`src/rtl/time_of_day_counter.sv`:
```
// Binary hours/minutes/seconds counter with a built-in 1 Hz prescaler.
// A RUN/SET mode machine lets pushbuttons set the time.
module time_of_day_counter #(
    parameter int CLK_DIV   = 100000000,
    parameter int HOURS_MAX = 23
) (
    input  logic       clk,
    input  logic       rst,
    input  logic       mode_btn,
    input  logic       hr_btn,
    input  logic       min_btn,
    output logic [7:0] hours,
    output logic [7:0] minutes,
    output logic [7:0] seconds,
    output logic       set_mode,
    output logic       sec_tick,
    output logic       day_wrap
);
    localparam int              PW       = $clog2(CLK_DIV);
    localparam logic [PW-1:0]   PRE_LAST = PW'(CLK_DIV - 1);
    localparam logic [7:0]      H_MAX    = 8'(HOURS_MAX);

    typedef enum logic {RUN, SET} state_e;

    state_e        state_q, state_d;
    logic [PW-1:0] pre_q, pre_d;
    logic [7:0]    hours_q, hours_d;
    logic [7:0]    minutes_q, minutes_d;
    logic [7:0]    seconds_q, seconds_d;
    logic          sec_tick_q, sec_tick_d;
    logic          day_wrap_q, day_wrap_d;
    logic          mode_h_q, hr_h_q, min_h_q;
    logic          mode_ev, hr_ev, min_ev;

    assign mode_ev = mode_btn & ~mode_h_q;
    assign hr_ev   = hr_btn & ~hr_h_q;
    assign min_ev  = min_btn & ~min_h_q;

    always_comb begin
        state_d    = state_q;
        pre_d      = pre_q;
        hours_d    = hours_q;
        minutes_d  = minutes_q;
        seconds_d  = seconds_q;
        sec_tick_d = 1'b0;
        day_wrap_d = 1'b0;
        if (state_q == RUN) begin
            // A mode press wins over a coincident terminal count; that second is dropped.
            if (mode_ev) begin
                state_d   = SET;
                pre_d     = '0;
                seconds_d = '0;
            end else if (pre_q == PRE_LAST) begin
                pre_d      = '0;
                sec_tick_d = 1'b1;
                if (seconds_q == 8'd59) begin
                    seconds_d = '0;
                    if (minutes_q == 8'd59) begin
                        minutes_d = '0;
                        if (hours_q == H_MAX) begin
                            hours_d    = '0;
                            day_wrap_d = 1'b1;
                        end else begin
                            hours_d = hours_q + 8'd1;
                        end
                    end else begin
                        minutes_d = minutes_q + 8'd1;
                    end
                end else begin
                    seconds_d = seconds_q + 8'd1;
                end
            end else begin
                pre_d = pre_q + PW'(1);
            end
        end else begin
            pre_d     = '0;
            seconds_d = '0;
            if (hr_ev)
                hours_d = (hours_q == H_MAX) ? 8'd0 : hours_q + 8'd1;
            if (min_ev)
                minutes_d = (minutes_q == 8'd59) ? 8'd0 : minutes_q + 8'd1;
            if (mode_ev)
                state_d = RUN;
        end
    end

    always_ff @(posedge clk) begin
        if (rst) begin
            state_q    <= RUN;
            pre_q      <= '0;
            hours_q    <= '0;
            minutes_q  <= '0;
            seconds_q  <= '0;
            sec_tick_q <= 1'b0;
            day_wrap_q <= 1'b0;
            mode_h_q   <= 1'b0;
            hr_h_q     <= 1'b0;
            min_h_q    <= 1'b0;
        end else begin
            state_q    <= state_d;
            pre_q      <= pre_d;
            hours_q    <= hours_d;
            minutes_q  <= minutes_d;
            seconds_q  <= seconds_d;
            sec_tick_q <= sec_tick_d;
            day_wrap_q <= day_wrap_d;
            mode_h_q   <= mode_btn;
            hr_h_q     <= hr_btn;
            min_h_q    <= min_btn;
        end
    end

    assign hours    = hours_q;
    assign minutes  = minutes_q;
    assign seconds  = seconds_q;
    assign set_mode = (state_q == SET);
    assign sec_tick = sec_tick_q;
    assign day_wrap = day_wrap_q;
endmodule

```
`config.mk`:
```
export PLATFORM = sky130hd
export DESIGN_NAME = time_of_day_counter
export DESIGN_NICKNAME = d
export VERILOG_FILES = /design/src/rtl/time_of_day_counter.sv
export SDC_FILE = /design/constraint.sdc
export NUM_CORES = 1
export LEC_CHECK = 0
export CELL_PAD_IN_SITES_DETAIL_PLACEMENT = 1
export CELL_PAD_IN_SITES_GLOBAL_PLACEMENT = 2
export CORE_MARGIN = 2
export CORE_UTILIZATION = 34
export CTS_CLUSTER_DIAMETER = 120
export CTS_CLUSTER_SIZE = 24
export DETAILED_ROUTE_END_ITERATION = 10
export PLACE_DENSITY_LB_ADDON = 0.1
export SLEW_MARGIN = 5
export SYNTH_ARGS = -nofsm -noshare
export SYNTH_HDL_FRONTEND = slang
export SYNTH_SLANG_ARGS = --single-unit
```
`constraint.sdc`:
```
create_clock -name clk -period 3.1 [get_ports clk]
set_clock_uncertainty 0.05 [all_clocks]
set_input_delay 0.31 -clock clk [delete_from_list [all_inputs] [get_ports clk]]
set_output_delay 0.31 -clock clk [all_outputs]
set_load 0.03 [all_outputs]
```
Where the registers sit:
Scale: 3 px per um.
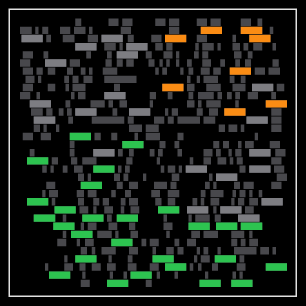
| signal | color | flops |
|---|---|---|
| minutes | orange | 8 |
| pre_q | green | 27 |

Nets reached from selected ports:
Scale: 4 px per um.
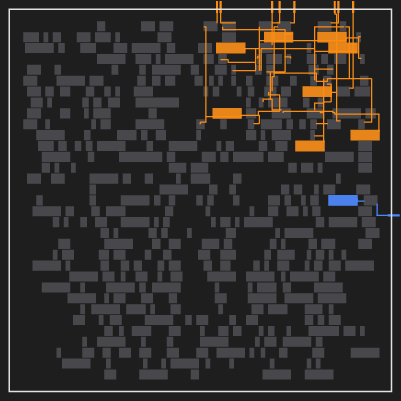
| port | color | bits | direction | edge | end cells | buffers | wire |
|---|---|---|---|---|---|---|---|
| day_wrap | blue | 1 | output | right | 1 | 1 | 8.40 um |
| minutes | orange | 8 | output | top | 8 | 9 | 446 um |

The clock network:
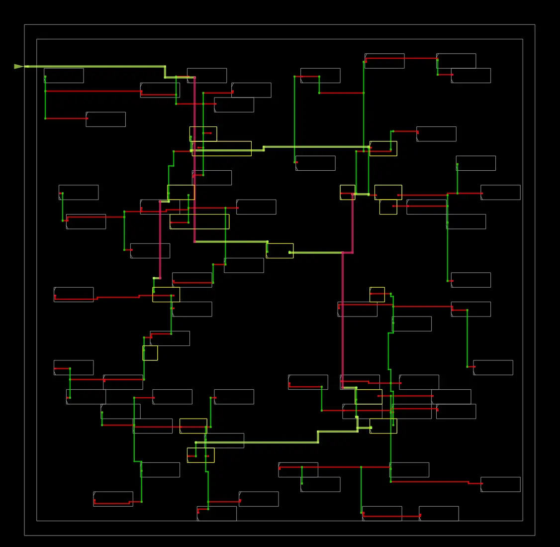
clk latency late pin: 0.34 ns
clock buffers: 10
Clock group: 0.805 mW

Selected gate families:
Scale: 4 px per um.
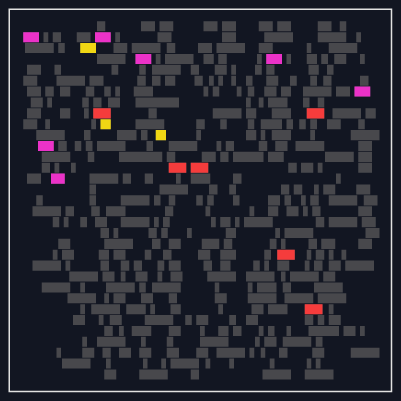
| family | color | cells |
|---|---|---|
| multiplexers | magenta | 7 |
| AND-OR and OR-AND gates | yellow | 3 |
| adder and majority cells | red | 6 |

Routed metal, one color a layer:
Scale: 4 px per um.
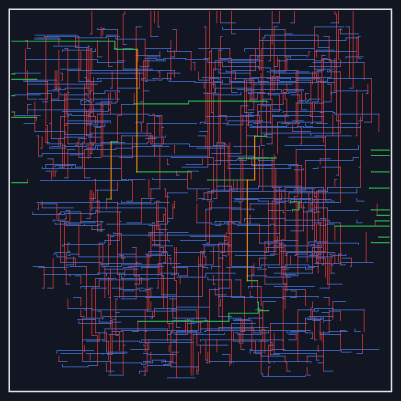
| layer | color | wire length |
|---|---|---|
| met4 | orange | 82.8 um |
| met2 | red | 3090 um |
| met3 | green | 219 um |
| met1 | blue | 3730 um |

==> impl_metrics.json <==
{
  "required_ns": 3.28,
  "num_rows": 33,
  "drt_first_pass_iters": 4,
  "grt_pass1_wl_um": 12200,
  "crit_type": "reg -> reg",
  "edf_count": 0,
  "synth.cellmix.compoundShare_pct": 8.76,
  "use_met3_pct": 4.58,
  "initial_core_util_pct": 34.8,
  "synth_area_um2": 2830,
  "cts_made_buffers": 9,
  "setup_viol": 0,
  "endpoint": "hours[2]$_SDFFE_PP0P_",
  "layout.cells.most_common": "dfxtp_1",
  "fmax_ghz": 0.362,
  "drc": 0,
  "yosys.area_share.adder_pct": 2.65,
  "cpLargestDelayFamily": "simple AND/OR/NAND/NOR gates",
  "synthToLayoutAreaGrowth_pct": 24.2,
  "htreeDepth": 3,
  "status": "finished clean",
  "comb_cells": 256,
  "top_usage_layer": "met2",
  "worstPathMaxFanout": 11,
  "antenna_cells": 0,
  "postCtsSetupBuffers": 0,
  "nets": 382
}
-- kinds of logic after synthesis --
family / count (synthesis)
AND/OR/NAND/NOR: 175
adder cells (fa/ha/maj): 6
buffers and inverters: 17
AND-OR/OR-AND: 40
multiplexers: 7
flip-flops: 57
XOR/XNOR: 28
-- state kept, by name, indices dropped and copies added (netlist names), 8 cells and up --
register / cells
pre_q: 27
hours: 8
minutes: 8
seconds: 8
-- metal layers --
| layer | part of all wire [%] | up-vias |
|---|---|---|
| met5 | 0 | - |
| met4 | 1.2 | 0 |
| met3 | 3.1 | 7 |
| met2 | 43 | 31 |
| met1 | 52 | 1187 |
| li1 | - | 1252 |
-- worst reg2reg max path: cells and delay by family, from the launching register on --
family          cells  cell delay (ns)
simple gates        3             1.25
flops               1             0.39
compound gates      1             0.37
mux                 1             0.35
fa+ha+maj           1             0.26
-- metrics by stage --
stage,utilization (%),cells,hold WS [ns]
finish,43.2,481,0.428
floorplan,-,330,0.380
global route,43.2,481,0.470
detailed placement,40.4,465,0.400
global placement,40.4,465,0.390
CTS,43.2,481,0.419
-- report_power, final --
part,internal [mW],total (mW),leakage [nW],switching (mW)
Clock,0.475,0.805,0.105,0.330
Sequential,0.739,0.746,0.460,0.00754
Combinational,0.0257,0.0709,0.582,0.0451
Total,1.24,1.62,1.15,0.382
-- synth_stat cells (8+ instances only) --
library cell   n  area, um2
a21oi_1       15       75.1
dfxtp_1       57       1140
inv_1          9       33.8
nand2_1       22       82.6
nand3_1       22        110
nand4_1       14       87.6
nor2_1        50        188
nor2b_1       12       75.1
o21ai_0        9       45.0
or3_1          8       50.1
xnor2_1       15        131
xor2_1        13        114
Power figures rest on the tool's default switching activity, not on a simulated workload.
